$ cat src/rtl/rdma_int_msg_gen_pkg.sv
`default_nettype none
// ============================================================================
// Module   : rdma_int_msg_gen_pkg
// Brief    : Shared definitions for the MSI-X message generator: MSI-X table
//            entry field offsets and the controller state encoding.
// Revision : 1.0 - initial release
// ============================================================================
package rdma_int_msg_gen_pkg;

    // Field offsets inside a 128-bit MSI-X table entry
    localparam int ENT_ADDR_LO_LSB = 0;    // dw0 : message address [31:0]
    localparam int ENT_ADDR_HI_LSB = 32;   // dw1 : message address [63:32]
    localparam int ENT_DATA_LSB    = 64;   // dw2 : message data
    localparam int ENT_MASK_BIT    = 96;   // dw3 bit 0 : per-vector mask

    // Controller states
    typedef enum logic [1:0] {
        ST_IDLE     = 2'd0,
        ST_LOOKUP   = 2'd1,
        ST_WAIT_RSP = 2'd2,
        ST_ISSUE    = 2'd3
    } state_t;

endpackage
`default_nettype wire

$ cat src/rtl/rdma_int_pba_pick.sv
`default_nettype none
// ============================================================================
// Module   : rdma_int_pba_pick
// Brief    : Combinational lowest-set-bit priority encoder over the pending
//            bit array; returns the index and an any-bit-set flag.
// Revision : 1.0 - initial release
// ============================================================================
module rdma_int_pba_pick #(
    parameter int IDX_W = 6
) (
    input  logic [2**IDX_W-1:0] vec,
    output logic [IDX_W-1:0]    idx,
    output logic                any
);

    // Scan from the top down so the lowest set bit is the last one written
    always_comb begin
        idx = '0;
        any = |vec;
        for (int i = 2**IDX_W - 1; i >= 0; i--) begin
            if (vec[i]) begin
                idx = IDX_W'(i);
            end
        end
    end

endmodule
`default_nettype wire

$ cat src/rtl/rdma_int_msg_gen.sv
`default_nettype none
// ============================================================================
// Module   : rdma_int_msg_gen
// Brief    : Turns EQ interrupt requests into MSI-X posted writes via an
//            MSI-X table lookup; masked vectors are parked in the PBA and
//            replayed by a periodic rescan.
//            Optional macro RDMA_INT_MSG_STAT_EN adds sent/pended/dropped
//            statistics counters.
// Revision : 1.0 - initial release
// ============================================================================
module rdma_int_msg_gen
    import rdma_int_msg_gen_pkg::*;
#(
    parameter int MSIX_NUM_LOG   = 6,
    parameter int RETRY_INTERVAL = 256,
    parameter int RETRY_CNT_W    = 16
) (
    input  logic                         clk,
    input  logic                         rst_n,
    input  logic                         eq_int_req_valid,
    input  logic [MSIX_NUM_LOG-1:0]      eq_int_req_num,
    output logic                         eq_int_req_ready,
    output logic                         tbl_req_valid,
    output logic [MSIX_NUM_LOG-1:0]      tbl_req_num,
    input  logic                         tbl_req_ready,
    input  logic                         tbl_rsp_valid,
    input  logic [127:0]                 tbl_rsp_data,
    output logic                         tbl_rsp_ready,
    output logic                         msix_wr_valid,
    output logic [63:0]                  msix_wr_addr,
    output logic [31:0]                  msix_wr_data,
    input  logic                         msix_wr_ready,
    input  logic                         cfg_msix_en,
    input  logic                         cfg_func_mask,
    output logic [2**MSIX_NUM_LOG-1:0]   pba,
    output logic                         addr_err
`ifdef RDMA_INT_MSG_STAT_EN
    ,
    output logic [31:0]                  stat_sent,
    output logic [31:0]                  stat_pended,
    output logic [31:0]                  stat_dropped
`endif
);

    localparam int                     NV   = 2**MSIX_NUM_LOG;
    localparam logic [RETRY_CNT_W-1:0] TERM = RETRY_CNT_W'(RETRY_INTERVAL - 1);

    state_t                  state, state_nx;
    logic [MSIX_NUM_LOG-1:0] num_q;
    logic                    retry_q;
    logic [NV-1:0]           pba_q;
    logic                    addr_err_q;
    logic [RETRY_CNT_W-1:0]  timer_q;
    logic [63:0]             wr_addr_q;
    logic [31:0]             wr_data_q;

    logic [MSIX_NUM_LOG-1:0] pick_idx;
    logic                    pick_any;

    rdma_int_pba_pick #(.IDX_W(MSIX_NUM_LOG)) u_pick (
        .vec (pba_q),
        .idx (pick_idx),
        .any (pick_any)
    );

    // Event decode shared by the FSM and the datapath
    logic eq_acc, eq_go, eq_pend, eq_drop, timer_term, retry_go;
    logic rsp_hs, rsp_mask, rsp_bad, set_rsp, clr_rsp;
    always_comb begin
        eq_acc     = eq_int_req_valid && (state == ST_IDLE);
        eq_go      = eq_acc && cfg_msix_en && !cfg_func_mask;
        eq_pend    = eq_acc && cfg_msix_en && cfg_func_mask;
        eq_drop    = eq_acc && !cfg_msix_en;
        timer_term = (timer_q == TERM);
        // A concurrent EQ request always wins over the rescan
        retry_go   = (state == ST_IDLE) && !eq_int_req_valid && pick_any &&
                     timer_term && cfg_msix_en && !cfg_func_mask;
        rsp_hs     = (state == ST_WAIT_RSP) && tbl_rsp_valid;
        rsp_mask   = tbl_rsp_data[ENT_MASK_BIT];
        rsp_bad    = |tbl_rsp_data[ENT_ADDR_LO_LSB +: 2];
        // A masked entry fetched on a rescan is already pending in the PBA
        set_rsp    = rsp_hs && rsp_mask && !retry_q;
        clr_rsp    = rsp_hs && !rsp_mask;
    end

    // Next-state and handshake outputs
    always_comb begin
        state_nx         = state;
        eq_int_req_ready = 1'b0;
        tbl_req_valid    = 1'b0;
        tbl_rsp_ready    = 1'b0;
        msix_wr_valid    = 1'b0;
        case (state)
            ST_IDLE: begin
                // Held low while reset is asserted so every output reads 0
                eq_int_req_ready = rst_n;
                if (eq_go || retry_go) begin
                    state_nx = ST_LOOKUP;
                end
            end
            ST_LOOKUP: begin
                tbl_req_valid = 1'b1;
                if (tbl_req_ready) begin
                    state_nx = ST_WAIT_RSP;
                end
            end
            ST_WAIT_RSP: begin
                tbl_rsp_ready = 1'b1;
                if (tbl_rsp_valid) begin
                    state_nx = (rsp_mask || rsp_bad) ? ST_IDLE : ST_ISSUE;
                end
            end
            ST_ISSUE: begin
                msix_wr_valid = 1'b1;
                if (msix_wr_ready) begin
                    state_nx = ST_IDLE;
                end
            end
            default: state_nx = ST_IDLE;
        endcase
    end

    // State register
    always_ff @(posedge clk or negedge rst_n) begin
        if (!rst_n) begin
            state <= ST_IDLE;
        end else begin
            state <= state_nx;
        end
    end

    // Vector latch, retry flag and rescan timer
    always_ff @(posedge clk or negedge rst_n) begin
        if (!rst_n) begin
            num_q   <= '0;
            retry_q <= 1'b0;
            timer_q <= '0;
        end else begin
            if (eq_go) begin
                num_q   <= eq_int_req_num;
                retry_q <= 1'b0;
            end else if (retry_go) begin
                num_q   <= pick_idx;
                retry_q <= 1'b1;
            end
            if (state == ST_IDLE) begin
                if (!pick_any || retry_go) begin
                    timer_q <= '0;
                end else if (!timer_term) begin
                    timer_q <= timer_q + RETRY_CNT_W'(1);
                end
            end
        end
    end

    // Pending bit array, sticky address error and the captured message
    always_ff @(posedge clk or negedge rst_n) begin
        if (!rst_n) begin
            pba_q      <= '0;
            addr_err_q <= 1'b0;
            wr_addr_q  <= '0;
            wr_data_q  <= '0;
        end else begin
            if (eq_pend) begin
                pba_q[eq_int_req_num] <= 1'b1;
            end
            if (set_rsp) begin
                pba_q[num_q] <= 1'b1;
            end
            if (clr_rsp) begin
                pba_q[num_q] <= 1'b0;
            end
            if (clr_rsp && rsp_bad) begin
                addr_err_q <= 1'b1;
            end
            if (clr_rsp && !rsp_bad) begin
                wr_addr_q <= {tbl_rsp_data[ENT_ADDR_HI_LSB +: 32],
                              tbl_rsp_data[ENT_ADDR_LO_LSB +: 32]};
                wr_data_q <= tbl_rsp_data[ENT_DATA_LSB +: 32];
            end
        end
    end

    assign tbl_req_num  = num_q;
    assign msix_wr_addr = wr_addr_q;
    assign msix_wr_data = wr_data_q;
    assign pba          = pba_q;
    assign addr_err     = addr_err_q;

`ifdef RDMA_INT_MSG_STAT_EN
    logic pend_new;
    always_comb begin
        pend_new = (eq_pend && !pba_q[eq_int_req_num]) ||
                   (set_rsp && !pba_q[num_q]);
    end

    // Wrapping event counters
    always_ff @(posedge clk or negedge rst_n) begin
        if (!rst_n) begin
            stat_sent    <= '0;
            stat_pended  <= '0;
            stat_dropped <= '0;
        end else begin
            if (msix_wr_valid && msix_wr_ready) begin
                stat_sent <= stat_sent + 32'd1;
            end
            if (pend_new) begin
                stat_pended <= stat_pended + 32'd1;
            end
            if (eq_drop || (clr_rsp && rsp_bad)) begin
                stat_dropped <= stat_dropped + 32'd1;
            end
        end
    end
`else
    logic unused_drop;
    assign unused_drop = eq_drop;
`endif

endmodule
`default_nettype wire

$ cat config.mk
export PLATFORM = sky130hd
export DESIGN_NAME = rdma_int_msg_gen
export DESIGN_NICKNAME = d
export VERILOG_FILES = /design/src/rtl/rdma_int_msg_gen_pkg.sv /design/src/rtl/rdma_int_pba_pick.sv /design/src/rtl/rdma_int_msg_gen.sv
export SDC_FILE = /design/constraint.sdc
export NUM_CORES = 1
export LEC_CHECK = 0
export ABC_AREA = 1
export CAP_MARGIN = 20
export CORE_UTILIZATION = 46
export DETAILED_ROUTE_END_ITERATION = 10
export PLACE_DENSITY = 0.81
export REMOVE_ABC_BUFFERS = 1
export SLEW_MARGIN = 20
export SYNTH_ARGS = -nofsm -noshare
export SYNTH_HDL_FRONTEND = slang
export SYNTH_SLANG_ARGS = --single-unit
$ cat constraint.sdc
create_clock -name clk -period 3.8 [get_ports clk]
set_clock_uncertainty 0.2 [all_clocks]
set_input_delay 0.76 -clock clk [delete_from_list [all_inputs] [get_ports clk]]
set_output_delay 0.76 -clock clk [all_outputs]
set_load 0.01 [all_outputs]
run_1/layer_met1.png
Bar = 50 um.
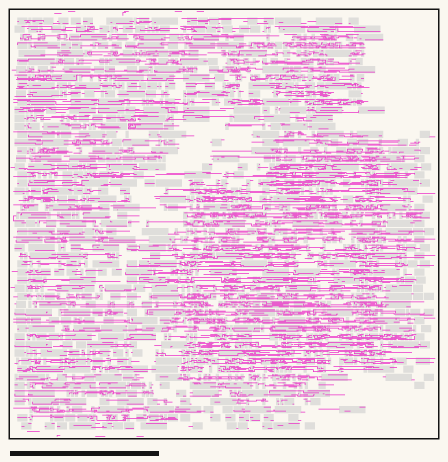
The layer holds 38% of the routed length. 1480 nets have wire on it.

run_1/layer_met2.png
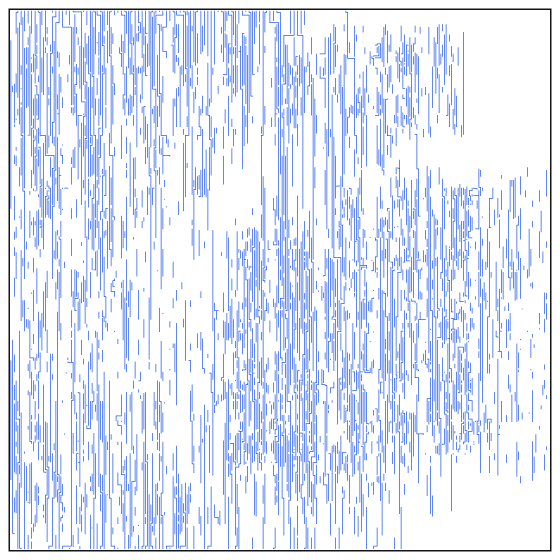
The layer holds 49% of the routed length. 1379 nets have wire on it.

run_1/layer_met3.png
Bar = 50 um.
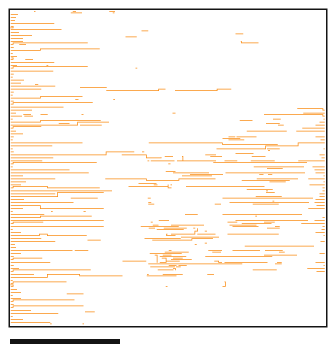
The longest straight run is 45.8 um. The layer holds 11% of the routed length. The layer carries 3290 um of wire. The wires run mostly horizontal.

==> run notes, run 1 <==
The layout was made with Yosys and OpenROAD.

The run finished, with violations left. The final reports fail on setup timing. In the final layout, the share of cells above drive strength 1 is 0.0745. Routing resource usage on met2 recorded by global route was 0.503.

The most used logic cell in the final layout is nand2_1. The yosys stat cell total is 1243. The count of distinct cell types in the synthesized netlist is 29. The CTS tree is done.

After synthesis, the share of flip-flops with an asynchronous set or reset is 1.00. Clock tree synthesis selected as its root buffer the cell clkbuf_16. The worst hold path cell count is 2. The source of the worst register-to-register timing path is pba[63]$_DFF_PN0_.

The uppermost layer routed is met4. According to the report, the first pass of detailed routing completed in 8 iterations. The source of the worst hold timing path is msix_wr_addr[13]$_DFFE_PN0P_. The floorplan step records an initial core utilization of 0.472. The count of endpoints failing setup in the final report is 1. The cell resize tally after clock tree synthesis is 1. The number of synthesis warnings is 0.

The pin closest to its max-slew limit shows a slew of 978 ps. The relative contribution of the clock network to total power is 0.238. Following the worst setup path forward leads to its endpoint at tbl_req_num[0]$_DFFE_PN0P_. For the combinational group, total power comes out at 2.74 mW. The slack of the critical path is -18.9 ps. In the power breakdown, the internal column shows 4.66 mW. The global route stage reports its total congestion overflow as 0.

Hold timing on the final database bottoms out at a slack of 275 ps. The latest clock arrival within the worst-skew pair is 430 ps. The via count of the first global-routing pass was 9302. The wire length per cell after detailed routing is 16.7 um. The final-layout setup total negative slack is -18.9 ps. The biggest cell delay along the critical path is 400 ps. The wire length recorded after detailed routing is 30.6 mm.

The area growth from synthesis to layout is 42.6%. Per the log, the first TritonRoute iteration ended with a DRC count of 691. The critical path runs through a total of 64 cells. Setup repair after global routing could not meet its margin everywhere. The post-layout minimum cycle time is 3820 ps.

After synthesis, the cell types taking the most area are dfrtp_1, nand2_1, inv_1. Summing internal, switching and leakage power gives 7.36 mW. The count of non-filler cells in the finished layout is 1828. The post-layout period usage of the worst path is 1.00.

The wire length on met3 is 3.29 mm. The register-to-register setup slack is -20 ps. The placement summary gives the final routability congestion estimate as 0.924.

The first global-routing pass estimated 47.6 mm of wire. The H-tree generated during clock tree synthesis spans 4 levels. The share of total power in combinational logic is 0.372. The post-detailed-route via-to-cell ratio is 5.19. The cell area after placement is 0.0125 mm^2. The global routing met3 resource utilization is 0.101. The initial antenna violation count is 3.

The maximum fanout encountered on the critical timing path is 2. The post-synthesis cell count is 1243. The largest voltage drop on the vdd net is 0.335 mV. Max-cap violations in this run came to 0. The total via count in the routed design is 9480. The remaining antenna violation count after routing is 0. Detailed routing placed a total of 14.8 mm of wire on met2. The share of total power dissipated in sequential elements is 0.390.

The slowest stage of the critical path belongs to the cell dfrtp_1. The number of I/O port buffers is 281. Measured on the finished design, the core utilization comes to 0.673. The end point of the most critical hold path is msix_wr_addr[13]$_DFFE_PN0P_.

In the layout the commonest cells are nand2_1, clkdlybuf4s50_1, inv_1. The category of the worst setup path launch point is a register. The power dissipated in the clock network is 1.75 mW. The commonest register cell after synthesis is dfrtp_1. The largest share of the power goes to registers. The standard cell core area is 0.0196 mm^2.

The logs give a warning total of 57. Of the synthesized area, sequential elements account for 0.503. After clock tree synthesis, the flow added hold-fix buffers numbering 1.

The netlist area before placement is 0.00925 mm^2. On met1, the global router reports a usage of 0.365. The tightest min-delay check is of the register to register type. In this run, synthesis produced a sequential element count of 186.

The post-DP HPWL is 22.7 mm. The total non-filler cell area in the finished layout is 0.0132 mm^2. Once placement completed, the tool counted placed cells totaling 1789.

The number of synthesized flops with an enable pin is 0.
[run 1: layout make-up]
cell class | count | area [um^2]
antenna | 5 | 12.5
clock buffer | 17 | 425
clock inverter | 15 | 155
fill | 1640 | 6400
inverter | 233 | 875
multi-input combinational | 789 | 3640
sequential | 186 | 4650
tap | 265 | 332
timing repair buffer | 318 | 3100
[run 1: flip-flops by register name (all words and copies together), names as in the netlist]
name,cells
msix_wr_addr,64
pba,64
msix_wr_data,32
timer_q,16
tbl_req_num,6
state,2
addr_err,1
retry_q,1
[run 1: cells by family after synthesis]
kind of cell | count (synthesis) | synth area share
simple gates | 614 | 0.263
buf+inv | 268 | 0.109
flops | 186 | 0.503
compound gates | 174 | 0.123
fa+ha+maj | 1 | 0.00135
run_1/layer_met4.png
Bar = 50 um.
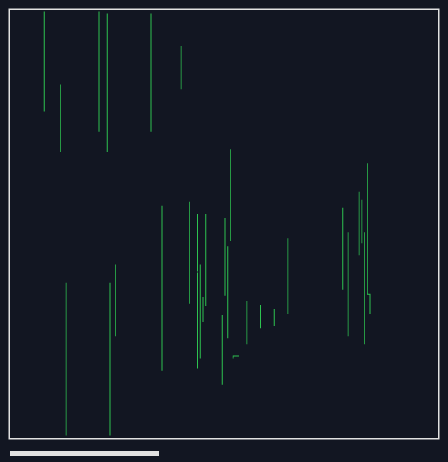

==> run 1 -> run 2 <==
Settings changed: CORE_ASPECT_RATIO set to 0.7.
run_2/layer_met4.png
Bar = 50 um.
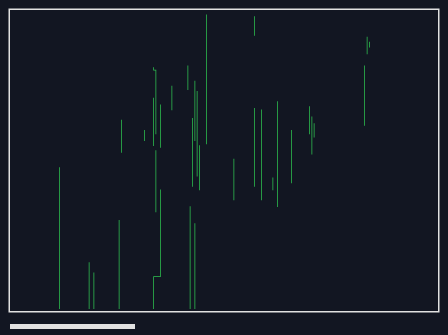
27 nets have wire on it. The wires run mostly vertical. The longest straight run is 56.4 um. The layer carries 751 um of wire. The layer holds 2.4% of the routed length.

==> run 2 against run 1 <==
Compared with the run above:
- non-clock buffer count rose by 2
- routed wire length rose by 2.2%
- highest routed layer unchanged
- the run still ends with setup timing left
- first-iteration DRC count rose by 32%
- via count rose by 1.4%
- fmax fell by 1.6%
- synthesized cell count did not move
- combinational power rose by 2%
- sequential cell count did not move
- sequential share of layout area fell by 0.14 points
==> run notes, run 2 <==
The layout was made with Yosys and OpenROAD.

The flow ran to the end, but the final reports show violations. The final reports fail on setup timing. The uppermost layer routed is met4.

The slew at the pin closest to its max-slew limit is 1120 ps (+138 ps). The reported combinational group power is 2.79 mW (+2%). The biggest cell delay along the critical path is 390 ps (about the same). The yosys stat cell total is 1243 (unchanged). The via count of the first global-routing pass is 9097 (-2.2%). The met2 usage came to 0.477 (-0.0258). The area share of buffers outside the clock network is 0.235 (about the same). The well-tap cell count is 264 (-0.38%). The number of diodes is 2 (-3). The tool warning count is 58 (+1.8%). The internal power is 4.75 mW (+2.0%).

The ratio of cells with drive above 1 in the final layout is 0.0769 (+0.00247). The post-layout period usage of the worst path is 1.02 (+0.0158). The flop share of the area was 0.352 (-0.00140). The fraction of area in multi-input gates came to 0.275 (-0.000811). The total non-filler cell area in the finished layout is 0.0132 mm^2 (+0.40%). The post-detailed-route via-to-cell ratio was 5.27 (+1.5%).

Setup repair after global routing could not meet its margin everywhere. The slack of the critical path is -79.1 ps (-60.2 ps). The commonest register cell after synthesis is dfrtp_1.

The total power draw is 7.53 mW (+2.3%). The hold slack is 275 ps (+0.504 ps). The count of endpoints failing setup in the final report is 2 (+1). The number of placed cells counting well taps came to 1791 (+0.11%).

The worst setup path is launched from a register. The post-synthesis cell count is 1243 (unchanged). The area fraction in full adders, half adders and majority gates is 0.00135 (unchanged).

The flip-flop and latch count after synthesis is 186 (unchanged). The number of I/O port buffers is 281 (unchanged). The share of total power in combinational logic is 0.370 (-0.002). The count of non-filler cells in the finished layout is 1826 (-0.11%). The initial antenna violation count was 2 (-1). The count of distinct cell types in the synthesized netlist is 29 (unchanged). The final-layout setup total negative slack is -154 ps (-135 ps). The routability congestion estimate is 0.950 (+2.7%).

The share of the yosys chip area belonging to registers is 0.503 (unchanged). The standard cell core area is 0.0193 mm^2 (-1.6%). The number of synthesized flops with an enable pin was 0 (unchanged). The sequential share of power is 0.382 (-0.008). The count of non-CTS inverters in the layout was 233 (unchanged). The xor and xnor area share after synthesis is 0 (unchanged). Sorting the synthesized cells by area gives the leading types as dfrtp_1, nand2_1, inv_1. The combined area of the multi-input logic cells came to 0.00364 mm^2 (+0.10%). The type recorded for the worst min-delay path is register to register. The CTS H-tree depth is 4 (unchanged). From synthesis to final layout, the design area changed by 43.1%. The fraction of met1 tracks used by global routing came to 0.396 (+0.0314). The global route total overflow is 0 (unchanged). By area, the combinational part of the netlist is dominated by simple AND/OR/NAND/NOR gates.

The relative contribution of the clock network to total power is 0.248 (+0.010). The fraction of area in clock buffers and inverters was 0.0472 (+0.00323). The share of cell area taken by muxes after synthesis is 0 (unchanged).

The post-synthesis compound-gate area fraction came to 0.123 (unchanged). The post-layout minimum cycle time came to 3880 ps (+60.2 ps). The cell with the largest stage delay on the worst path is dfrtp_1. The top cell types in the final layout, fill and taps aside, are nand2_1, clkdlybuf4s50_1, inv_1. The hold buffer count at CTS is 0 (-1). The max capacitance violation total is 0 (unchanged). The fraction of the core area occupied by cells at floorplan came to 0.480 (+0.00744). The fraction of the mapped netlist area in simple logic gates is 0.263 (unchanged). The largest cell class by area is sequential cells.

The cell area after placement was 0.0126 mm^2 (+0.17%). The cell resize tally after clock tree synthesis is 5 (+4). The largest voltage drop on the vdd net came to 0.458 mV (+37%). The violation count after the first detailed-route iteration came to 909 (+32%).

The amount of wire on met2 after detailed routing came to 14.1 mm (-4.7%). The async set-or-reset flop fraction in the synthesized netlist was 1.00 (unchanged).
run_2/clocks.png
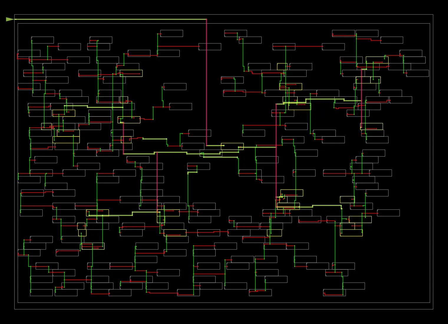
clk latency late pin: 450 ps
Layout clock buffers: 17
total clock network power: 1.87 mW
number of buffers added by the clock tree synthesis step: 17

[run 2: cell counts after synthesis]
No cell type changed its count.
[run 2: worst paths after layout]
kind                       depth (start not counted)  slack, ps                     endpoint                   startpoint
max                                               65        -80   tbl_req_num[0]$_DFFE_PN0P_            pba[62]$_DFF_PN0_
min                                                2        280  msix_wr_data[6]$_DFFE_PN0P_  msix_wr_data[6]$_DFFE_PN0P_
max reg2reg                                       65        -80   tbl_req_num[0]$_DFFE_PN0P_            pba[62]$_DFF_PN0_
min reg2reg                                        2        280  msix_wr_data[6]$_DFFE_PN0P_  msix_wr_data[6]$_DFFE_PN0P_
max in group asynchronous                          3       1890       timer_q[5]$_DFFE_PN0P_                        rst_n
min in group asynchronous                          2        360            pba[53]$_DFF_PN0_                        rst_n
==> run 2 -> run 3 <==
Settings changed: CTS_CLUSTER_SIZE set to 10.
run_3/clocks.png
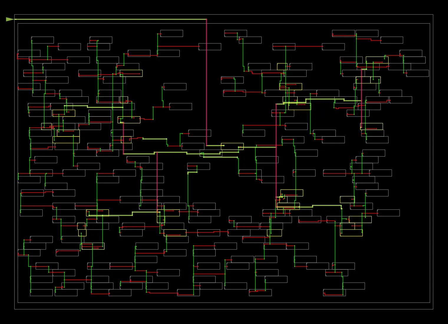
flop count: 186
sink count of the clock tree: 186

==> run 3 against run 2 <==
Compared with the run above:
- the run still ends with setup timing left
- clock-buffer cell count stayed put
- non-clock buffer count unchanged
- first-iteration DRC count unchanged
- cell area is the same
- synthesized area did not move
- critical path depth unchanged
- utilization unchanged
- hold slack unchanged
- largest cell class unchanged
==> run notes, run 3 <==
The layout was made with Yosys and OpenROAD.

The run finished, with violations left. The checks that failed: setup timing. The biggest cell delay along the critical path came to 390 ps (about the same). The hold slack came to 275 ps (unchanged). According to the timing report, the critical path is launched from pba[62]$_DFF_PN0_. The number of synthesized flops with an enable pin was 0 (unchanged).

The cell depth of the worst flop-to-flop path is 65 (unchanged). The count of distinct cell types in the synthesized netlist was 29 (unchanged). The worst hold path class is register to register. The post-detailed-route via-to-cell ratio is 5.27 (unchanged). Setup repair after global routing could not meet its margin everywhere.

The routability congestion estimate came to 0.950 (unchanged). The post-synthesis cell count came to 1243 (unchanged). The power dissipated in the clock network is 1.87 mW (about the same). The largest voltage drop on the vdd net is 0.458 mV (unchanged). The area fraction in full adders, half adders and majority gates is 0.00135 (unchanged). The amount of wire on met2 after detailed routing is 14.1 mm (unchanged). The slack of the critical path is -79.1 ps (unchanged). The total power draw is 7.53 mW (unchanged). The capturing point of the worst reg2reg path is tbl_req_num[0]$_DFFE_PN0P_. The total global-route track usage is 0.311.

After synthesis, the cell types taking the most area are dfrtp_1, nand2_1, inv_1. The most common logic cell in the final layout is nand2_1. The standard cell core area came to 0.0193 mm^2 (unchanged). The share of cell area taken by muxes after synthesis came to 0 (unchanged). The commonest register cell after synthesis is dfrtp_1. The slowest stage of the critical path is the dfrtp_1 cell. The global route total overflow is 0 (unchanged). The async set-or-reset flop fraction in the synthesized netlist is 1.00 (unchanged). The fraction of the mapped netlist area in simple logic gates is 0.263 (unchanged). The post-layout minimum cycle time is 3880 ps (unchanged). The post-layout period usage of the worst path was 1.02 (unchanged). The post-synthesis compound-gate area fraction is 0.123 (unchanged). The average cell area after synthesis is 7.44 um^2. The count of non-filler cells in the finished layout is 1826 (unchanged). The register-to-register setup slack is -80 ps (about the same).

The reported combinational group power was 2.79 mW (about the same). In this run the worst setup path terminates at tbl_req_num[0]$_DFFE_PN0P_. The yosys stat cell total is 1243 (unchanged). The setup slack after placement is -92.7 ps.

The CTS H-tree depth is 4 (unchanged). The internal power is 4.75 mW (unchanged). The number of remaining DRC errors is 0. The share of the yosys chip area belonging to registers came to 0.503 (unchanged). For this run, the post-layout net count is 1690.

The count of cell instances traversed by the critical path is 65 (unchanged). The main logic family after synthesis is simple AND/OR/NAND/NOR gates. The number of placed cells counting well taps is 1791 (unchanged).

The via count of the first global-routing pass came to 9097 (unchanged). The tool warning count is 58 (unchanged). The slew at the pin closest to its max-slew limit was 1120 ps (unchanged). The finished layout reports a core utilization of 0.687. The worst setup path is launched from a register. The xor and xnor area share after synthesis came to 0 (unchanged). The fraction of the core area occupied by cells at floorplan was 0.480 (unchanged).

The max capacitance violation total is 0 (unchanged). The total die area is 0.0207 mm^2. The post-synthesis to final-layout area growth came to 43.1% (unchanged).

The worst hold path cell count is 2 (unchanged). The uppermost layer routed is met4. The hold buffer count at CTS came to 0 (unchanged). The number of I/O port buffers came to 281 (unchanged). The violation count after the first detailed-route iteration is 909 (unchanged). The relative contribution of the clock network to total power came to 0.248 (about the same). The share of total power in combinational logic came to 0.370 (about the same).

The endpoint of the worst hold path is reported as msix_wr_data[6]$_DFFE_PN0P_. The ratio of cells with drive above 1 in the final layout is 0.0769 (unchanged). The number of buffers inserted during clock tree synthesis came to 17 (unchanged). The required time at the endpoint of the critical path is 3990 ps.

The top cell types in the final layout, fill and taps aside, are nand2_1, clkdlybuf4s50_1, inv_1. The worst setup path is captured at a register. Of all power groups, the one with the highest power is registers. The source of the worst register-to-register timing path is pba[62]$_DFF_PN0_. The latest clock arrival within the worst-skew pair is 450 ps (about the same). The power density over the cells is 569 mW/mm^2. The initial antenna violation count is 2 (unchanged). The max-slew headroom at the worst pin is 0.250. The source of the worst hold timing path is msix_wr_data[6]$_DFFE_PN0P_. The cell area after placement is 0.0126 mm^2 (unchanged). The cell resize tally after clock tree synthesis was 5 (unchanged). The final-layout setup total negative slack was -154 ps (unchanged). The sequential share of power is 0.382 (about the same). The count of endpoints failing setup in the final report was 2 (unchanged). The flip-flop and latch count after synthesis was 186 (unchanged). The total non-filler cell area in the finished layout is 0.0132 mm^2 (unchanged).
run_3/layer_met1.png
Bar = 50 um.
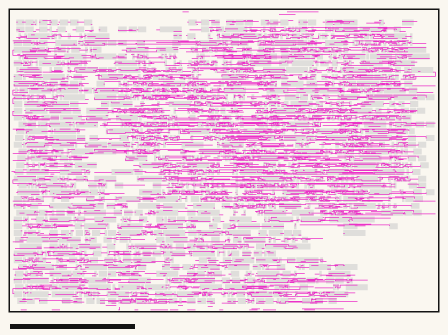
The wires run mostly horizontal. The layer carries 12400 um of wire. The longest straight run is 47.8 um.

[run 3: cell counts after synthesis]
No cell type changed its count.
[run 3: layer usage]
layer  global-route usage  up-vias
met3                0.122       73
met4                0.116        0
met1                0.396     4490
met5                    0        -
met2                0.477      507
li1                     -     4546
[run 3: final cells by class]
class,count,area [um^2],share of cell area
Timing Repair Buffer,320,3110,0.235
Tap cell,264,330,0.0249
Sequential cell,186,4650,0.352
Antenna cell,2,5.00,0.000378
Clock inverter,15,200,0.0151
Inverter,233,875,0.0660
Multi-Input combinational cell,789,3640,0.275
Clock buffer,17,425,0.0321
Power is estimated from default activity; no workload was simulated.
